[src/rtl/image_raster_reader.sv]
// Raster source: streams an imRow x imCol frame from a 1-cycle-latency pixel memory with valid/ready.
// Optional RASTER_FLUSH_EN appends zero beats after the image to push out the final downstream windows.
module image_raster_reader #(
   parameter int imRow     = 480,
   parameter int imCol     = 700,
   parameter int winRow    = 16,
   parameter int winCol    = 16,
   parameter int bitwidth  = 8,
   parameter int addrWidth = 20
) (
   input  logic                 clock_i,
   input  logic                 reset_i,
   input  logic                 start_i,
   input  logic [addrWidth-1:0] baseAddr_i,
   output logic                 memRdEn_o,
   output logic [addrWidth-1:0] memAddr_o,
   input  logic [bitwidth-1:0]  memData_i,
   output logic [bitwidth-1:0]  dataOut_o,
   output logic                 dataValid_o,
   input  logic                 ready_i,
   output logic                 lineStart_o,
   output logic                 frameStart_o,
   output logic                 lastPixel_o,
   output logic                 busy_o,
   output logic                 done_o
);
   localparam int ROW_W = (imRow > 1) ? $clog2(imRow) : 1;
   localparam int COL_W = (imCol > 1) ? $clog2(imCol) : 1;
   localparam logic [ROW_W-1:0] ROW_LAST = ROW_W'(imRow - 1);
   localparam logic [COL_W-1:0] COL_LAST = COL_W'(imCol - 1);

`ifdef RASTER_FLUSH_EN
   localparam int FL_LEN = (winRow - 1) * imCol + winCol;
   localparam int FL_W   = $clog2(FL_LEN + 1);
   localparam logic [FL_W-1:0] FL_END  = FL_W'(FL_LEN);
   localparam logic [FL_W-1:0] FL_LAST = FL_W'(FL_LEN - 1);
   typedef enum logic [1:0] {S_IDLE, S_READ, S_FLUSH, S_DONE} state_t;
   logic [FL_W-1:0] fl_cnt_q, fl_cnt_d;
   logic            fl_push;
`else
   typedef enum logic [1:0] {S_IDLE, S_READ, S_DONE} state_t;
`endif

   state_t               state_q, state_d;
   logic [addrWidth-1:0] addr_q, addr_d;
   logic [ROW_W-1:0]     row_q, row_d;
   logic [COL_W-1:0]     col_q, col_d;
   logic                 rd_done_q, rd_done_d;
   logic                 pend_q, pend_ls_q, pend_fs_q, pend_lp_q;
   logic                 pend_ls_d, pend_fs_d, pend_lp_d;

   // Two-entry skid FIFO holding returned pixels and their tags
   logic [bitwidth-1:0]  fifo_data_q [2];
   logic                 fifo_ls_q [2];
   logic                 fifo_fs_q [2];
   logic                 fifo_lp_q [2];
   logic                 wr_ptr_q, rd_ptr_q;
   logic [1:0]           cnt_q;

   logic                 pop, push, rd_issue, rd_last;
   logic [2:0]           occ;
   logic [bitwidth-1:0]  push_data;
   logic                 push_ls, push_fs, push_lp;

   always_comb begin
      state_d   = state_q;
      addr_d    = addr_q;
      row_d     = row_q;
      col_d     = col_q;
      rd_done_d = rd_done_q;
      pend_ls_d = 1'b0;
      pend_fs_d = 1'b0;
      pend_lp_d = 1'b0;
      pop       = (cnt_q != 2'd0) && ready_i;
      // Occupancy after this cycle's pop, counting the read already in flight
      occ       = 3'(pend_q) + 3'(cnt_q) - 3'(pop);
      rd_last   = (row_q == ROW_LAST) && (col_q == COL_LAST);
      rd_issue  = (state_q == S_READ) && !rd_done_q && (occ < 3'd2);
      push      = pend_q;
      push_data = memData_i;
      push_ls   = pend_ls_q;
      push_fs   = pend_fs_q;
      push_lp   = pend_lp_q;
`ifdef RASTER_FLUSH_EN
      fl_cnt_d  = fl_cnt_q;
      fl_push   = (state_q == S_FLUSH) && (fl_cnt_q != FL_END) && ((cnt_q != 2'd2) || pop);
      if (fl_push) begin
         push      = 1'b1;
         push_data = '0;
         push_ls   = 1'b0;
         push_fs   = 1'b0;
         push_lp   = (fl_cnt_q == FL_LAST);
         fl_cnt_d  = fl_cnt_q + FL_W'(1);
      end
`endif
      case (state_q)
         S_IDLE: begin
            if (start_i) begin
               state_d   = S_READ;
               addr_d    = baseAddr_i;
               row_d     = '0;
               col_d     = '0;
               rd_done_d = 1'b0;
`ifdef RASTER_FLUSH_EN
               fl_cnt_d  = '0;
`endif
            end
         end
         S_READ: begin
            if (rd_issue) begin
               addr_d    = addr_q + addrWidth'(1);
               pend_ls_d = (col_q == '0);
               pend_fs_d = (col_q == '0) && (row_q == '0);
`ifndef RASTER_FLUSH_EN
               pend_lp_d = rd_last;
`endif
               if (col_q == COL_LAST) begin
                  col_d = '0;
                  row_d = row_q + ROW_W'(1);
               end else begin
                  col_d = col_q + COL_W'(1);
               end
               if (rd_last) rd_done_d = 1'b1;
            end
`ifdef RASTER_FLUSH_EN
            if (rd_done_q && !pend_q) state_d = S_FLUSH;
`else
            if (rd_done_q && !pend_q && (cnt_q == 2'd1) && pop) state_d = S_DONE;
`endif
         end
`ifdef RASTER_FLUSH_EN
         S_FLUSH: begin
            if ((fl_cnt_q == FL_END) && (cnt_q == 2'd1) && pop) state_d = S_DONE;
         end
`endif
         S_DONE:  state_d = S_IDLE;
         default: state_d = S_IDLE;
      endcase
   end

   always_ff @(posedge clock_i) begin
      if (!reset_i) begin
         state_q   <= S_IDLE;
         addr_q    <= '0;
         row_q     <= '0;
         col_q     <= '0;
         rd_done_q <= 1'b0;
         pend_q    <= 1'b0;
         pend_ls_q <= 1'b0;
         pend_fs_q <= 1'b0;
         pend_lp_q <= 1'b0;
         wr_ptr_q  <= 1'b0;
         rd_ptr_q  <= 1'b0;
         cnt_q     <= 2'd0;
         for (int i = 0; i < 2; i++) begin
            fifo_data_q[i] <= '0;
            fifo_ls_q[i]   <= 1'b0;
            fifo_fs_q[i]   <= 1'b0;
            fifo_lp_q[i]   <= 1'b0;
         end
`ifdef RASTER_FLUSH_EN
         fl_cnt_q  <= '0;
`endif
      end else begin
         state_q   <= state_d;
         addr_q    <= addr_d;
         row_q     <= row_d;
         col_q     <= col_d;
         rd_done_q <= rd_done_d;
         pend_q    <= rd_issue;
         pend_ls_q <= pend_ls_d;
         pend_fs_q <= pend_fs_d;
         pend_lp_q <= pend_lp_d;
         if (push) begin
            fifo_data_q[wr_ptr_q] <= push_data;
            fifo_ls_q[wr_ptr_q]   <= push_ls;
            fifo_fs_q[wr_ptr_q]   <= push_fs;
            fifo_lp_q[wr_ptr_q]   <= push_lp;
            wr_ptr_q              <= ~wr_ptr_q;
         end
         if (pop) rd_ptr_q <= ~rd_ptr_q;
         cnt_q <= cnt_q + 2'(push) - 2'(pop);
`ifdef RASTER_FLUSH_EN
         fl_cnt_q  <= fl_cnt_d;
`endif
      end
   end

   assign memRdEn_o    = rd_issue;
   assign memAddr_o    = addr_q;
   assign dataValid_o  = (cnt_q != 2'd0);
   assign dataOut_o    = fifo_data_q[rd_ptr_q];
   assign lineStart_o  = dataValid_o && fifo_ls_q[rd_ptr_q];
   assign frameStart_o = dataValid_o && fifo_fs_q[rd_ptr_q];
   assign lastPixel_o  = dataValid_o && fifo_lp_q[rd_ptr_q];
   assign busy_o       = (state_q != S_IDLE);
   assign done_o       = (state_q == S_DONE);
endmodule

[config.mk]
export PLATFORM = sky130hd
export DESIGN_NAME = image_raster_reader
export DESIGN_NICKNAME = d
export VERILOG_FILES = /design/src/rtl/image_raster_reader.sv
export SDC_FILE = /design/constraint.sdc
export NUM_CORES = 1
export LEC_CHECK = 0
export ABC_AREA = 1
export CORE_MARGIN = 2
export CORE_UTILIZATION = 45
export CTS_BUF_LIST = sky130_fd_sc_hd__clkbuf_8
export CTS_CLUSTER_SIZE = 8
export DETAILED_ROUTE_END_ITERATION = 12
export PLACE_DENSITY = 0.73
export SLEW_MARGIN = 10
export SYNTH_ARGS = -nofsm -noshare
export SYNTH_HDL_FRONTEND = slang
export SYNTH_SLANG_ARGS = --single-unit
[constraint.sdc]
create_clock -name clock_i -period 2.3 [get_ports clock_i]
set_input_delay 0.46 -clock clock_i [delete_from_list [all_inputs] [get_ports clock_i]]
set_output_delay 0.46 -clock clock_i [all_outputs]
set_load 0.02 [all_outputs]
==> impl_metrics.toml, run 1 <==
# implementation run metrics
[layout]
n_all_buffers = 99
stdcell_area_mm2 = 0.00550
fin_cells = 780
seq_cell_count = 73
nonClkBufAreaFrac = 0.180

[synthesis]
mux_share = 0
ys_sh_xor = 0.00674
topCombFamilyByArea = "simple AND/OR/NAND/NOR gates"
netlist.area_leader.share = 0.293

[global_routing]
grt_antenna_before_repair = 0
grt_overflow_total = 0

[status]
status = "finished, violations left"
violations = "setup timing"

[setup_path]
slowest_delay_ns = 0.53
crit_slowest_cell = "fa_2"
critPathLaunchType = "flop"
crit_type = "reg -> out"

[final_timing]
whs_ns = 0.466
timing.slew.headroom = 0.397
finalWorstSetupSlack_ns = -0.454
rsz0062_at_grt = "true"
setup-violations-final = 43

[clock_network]
cts.sinks = 73
hold_buffers = 0

[die]
chipArea_mm2 = 0.00942

[power_and_ir_drop]
p_leak_nw = 2.30

[placement]
place_inst = 752
portBuffers = 66
run 1: layout by cell type, fill, tap and decap left out, drive strengths merged, types with 7 or more instances in the layout:
cell type and n:
a21oi 38, buf 33, clkbuf 10, clkdlybuf4s50 54, dfxtp 57, dlymetal6s2s 7, edfxtp 16, ha 7
inv 77, nand2 173, nand3 31, nor2 91, nor3 9, o21ai 32
run 1: registers in the layout, indices dropped and copies added (netlist names), 2 cells and up, named ones only:
register,count
fifo_lp_q,2
fifo_fs_q,2
state_q,2
fifo_ls_q,2
col_q,10
memAddr_o,20
cnt_q,2
row_q,9
fifo_data_q,16
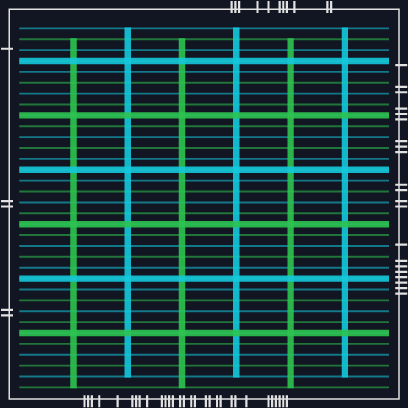
*Power grid, run 1*
Drawn at 4 px/µm. Pins as bars on the die edge.
VSS -> green
VDD -> cyan
met5 straps = 6
met4 straps = 6

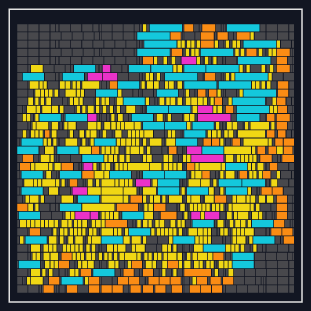
*Placed cells, one color a class, run 1*
Drawn at 3 px/µm. Fill, decap, tap and diode cells in gray.
clock drivers and dummy loads -> magenta  # cells 16, share of their area 4.2%
remaining buffers and delay cells -> orange  # cells 99, share of their area 18%
combinational and other logic -> yellow  # cells 487, share of their area 47%
sequential cells -> cyan  # cells 73, share of their area 30%

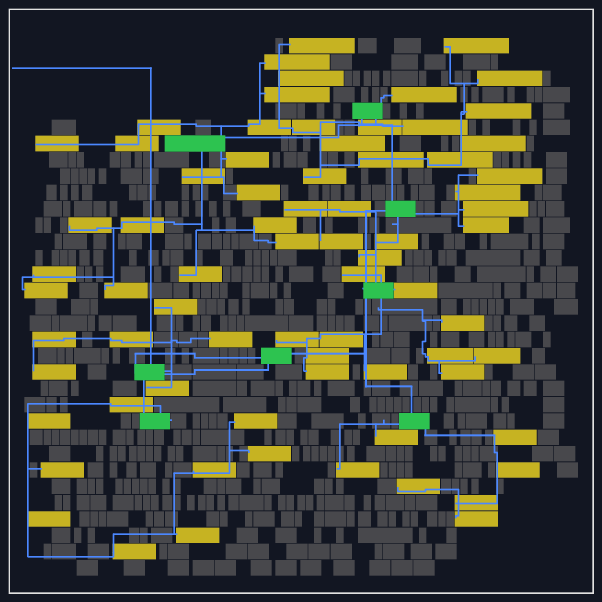
*Clock network drawn from the DEF, run 1*
Drawn at 6 px/µm.
clock wires -> blue  # length 944 µm
flip-flops -> yellow  # count 73
clock drivers -> green  # count 9
flops lie = all over the die

==> inputs of run 2 (changes only) <==
CORE_ASPECT_RATIO = 1.2   (was not set)
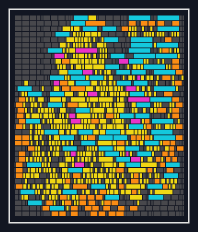
*Placed cells, one color a class, run 2*
Drawn at 2 px/µm. Fill, decap, tap and diode cells in gray.
remaining buffers and delay cells -> orange  # cells 100, share of their area 19%
sequential cells -> cyan  # cells 73, share of their area 30%
combinational and other logic -> yellow  # cells 489, share of their area 48%
clock drivers and dummy loads -> magenta  # cells 16, share of their area 4.0%

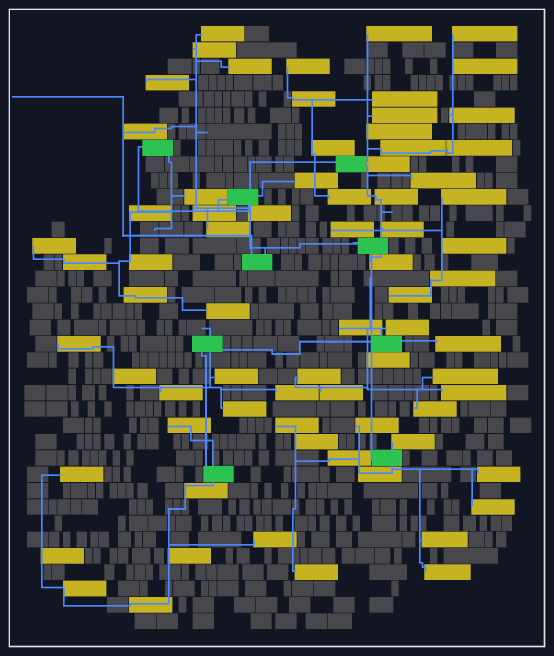
*Clock network drawn from the DEF, run 2*
Drawn at 6 px/µm.
flip-flops -> yellow  # count 73
clock wires -> blue  # length 927 µm
clock drivers -> green  # count 9
routed clock nets = 10
flops lie = all over the die

==> impl_metrics.toml, run 2 <==
# implementation run metrics
[layout]
fin_cells = 795
largest_reg_flops = 20
stdcell_area_mm2 = 0.00560
lay_top_count = "nand2_1"
final_cell_mix = "nand2_1, nor2_1, inv_1"

[power_and_ir_drop]
netSwitchingPower_w = 0.00189
power.share.clock = 0.224
p_leak_nw = 2.31
top_power_group = "combinational cells"

[placement]
portBuffers = 66

[clock_network]
hold_buffers = 0

[final_timing]
timing.slew.headroom = 0.401
whs_ns = 0.467
setup-violations-final = 42
finalWorstSetupSlack_ns = -0.457
rsz0062_at_grt = "true"

[status]
status = "finished, violations left"
violations = "setup timing"

[synthesis]
netlist.area_leader.share = 0.293
ys_sh_xor = 0.00674
topCombFamilyByArea = "simple AND/OR/NAND/NOR gates"
mux_share = 0

[setup_path]
crit_type = "reg -> out"
critPathLaunchType = "flop"
rr_startpoint = "cnt_q[0]"
crit_slowest_cell = "fa_2"

[global_routing]
track_usage = 0.221
grt_start_max_net_pins = 26

[die]
chipArea_mm2 = 0.00942
die_h_um = 106

[route]
top_layer = "met4"
route.detailed.drc = 0
[run 2: cell types whose count changed in the layout (fill, tap and decap cells not counted), moves of 3 or more]
cell             change
clkdlybuf4s50_1      +7
nand2_1              -7
buf_6                +5
dlymetal6s2s_1       -4
nand2_4              +4
buf_4                -3
dlygate4sd2_1        -3
inv_8                -3
nand2_2              +3
[run 2: cell type report]
cell class / instances / area share
Sequential cell: 73 / 0.290
Tap cell: 117 / 0.0261
Clock buffer: 9 / 0.0221
Clock inverter: 7 / 0.0168
Timing Repair Buffer: 100 / 0.182
Multi-Input combinational cell: 411 / 0.399
Timing Repair inverter: 3 / 0.00603
Inverter: 75 / 0.0587
[run 2: what timing repair did]
action	in CTS	in global routing
cloned	5	2
gates resized	51	57
endpoints found under the setup margin	47	48
setup buffers	9	1
pin swaps	16	12
==> inputs of run 3 (changes only) <==
CTS_CLUSTER_SIZE = not set   (was 8)
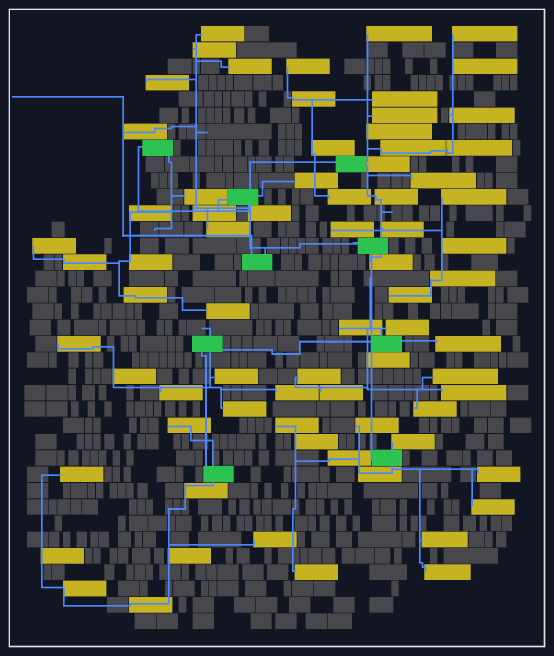
*Clock network drawn from the DEF, run 3*
Drawn at 6 px/µm.
clock drivers -> green  # count 9
clock wires -> blue  # length 927 µm
flip-flops -> yellow  # count 73
routed clock nets = 10
flops lie = all over the die

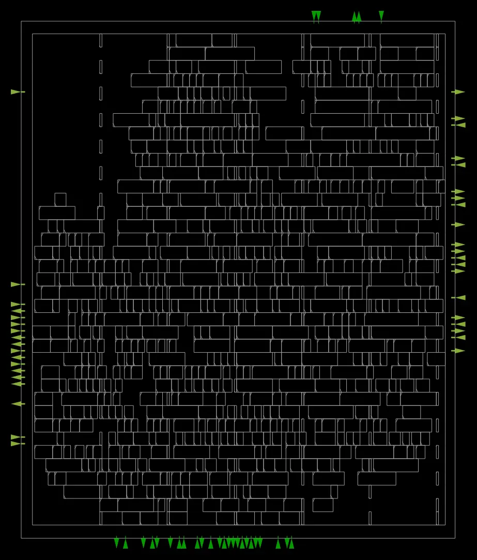
*Cell outlines without signal wires, run 3*
fillers: 734
Flop Count: 73

==> impl_metrics.toml, run 3 <==
# implementation run metrics
[clock_network]
clk_latency_ns = 0.36
cts.sinks = 73
cts_tree = "built"

[final_timing]
rsz0062_at_grt = "true"
timing.slew.headroom = 0.401
finalMaxSlewViolations = 0
setup-tns-final_ns = -12.21
setup-violations-final = 42
finalWorstSetupSlack_ns = -0.457
whs_ns = 0.467

[die]
chipArea_mm2 = 0.00942
die_h_um = 106

[synthesis]
ys_cells = 574
synth-edff-count = 16
yosys.cell_types.count = 38
netlist.area_leader.share = 0.293
synthAdderAreaFrac = 0.0276
topCombFamilyByArea = "simple AND/OR/NAND/NOR gates"
ys_sh_xor = 0.00674
mux_share = 0

[setup_path]
critPathLaunchType = "flop"
crit_slowest_cell = "fa_2"
slowest_delay_ns = 0.42
crit_type = "reg -> out"

[global_routing]
grt_overflow_total = 0
grt_antenna_before_repair = 0
grt_pass1_vias = 3781
grt_start_max_net_pins = 26
track_usage = 0.221
busiest_layer = "met2"

[power_and_ir_drop]
top_power_group = "combinational cells"
pg_comb_w = 0.00222
power.share.clock = 0.224
power.internal_w = 0.00310
netSwitchingPower_w = 0.00189
p_leak_nw = 2.31

[placement]
place_congestion = 0.914
portBuffers = 66
place_inst = 763

[route]
top_layer = "met4"
route.detailed.drc = 0
avgRoutedWirePerCell_um = 13.2

[status]
violations = "setup timing"
status = "finished, violations left"

[layout]
lay_top_count = "nand2_1"
final_cell_mix = "nand2_1, nor2_1, inv_1"
largest_reg_flops = 20
stdcell_area_mm2 = 0.00560
## run 3: cell type report
type                    count  area (µm²)  area share
clock buffers               9         124      0.0221
clock inverters             7        93.8      0.0168
inverters                  75         329      0.0587
multi-input cells         411        2230       0.399
flip-flops and latches     73        1620       0.290
well taps                 117         146      0.0261
repair buffers            100        1020       0.182
repair inverters            3        33.8     0.00603
## run 3: final timing paths
kind	start	endpoint	slack (ns)	cells past startpoint
max	cnt_q[0]	memRdEn_o	-0.46	14
min	rd_ptr_q	rd_ptr_q	0.47	1
max reg2reg	cnt_q[0]	col_q[8]	-0.35	19
min reg2reg	rd_ptr_q	rd_ptr_q	0.47	1
## run 3: repair_timing
item,4_1_cts,5_1_grt
cloned,5,2
endpoints found under the setup margin,47,48
gates resized,51,57
setup buffers,9,1
pin swaps,16,12
hold buffers,0,0

==> notes/layouts.md <==
Pictures saved along the way, in no particular order.

Signal wires by layer.
Drawn at 4 px/µm. Two of the layers only.
shot_01.png
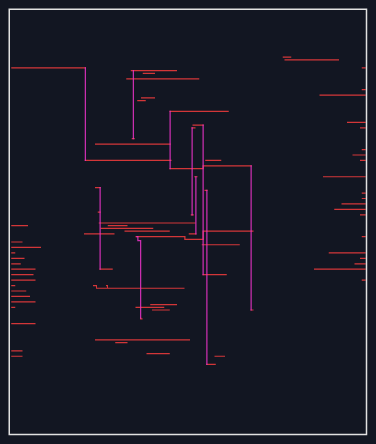
shot_02.png
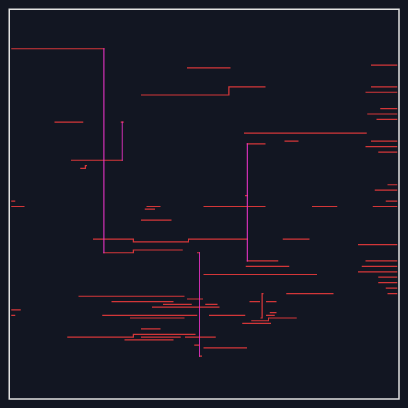
run 1: shot_02.png
run 3: shot_01.png

Key to shot_01.png:
metal 4 -> magenta  # wire length 249 µm
metal 3 -> red  # wire length 482 µm

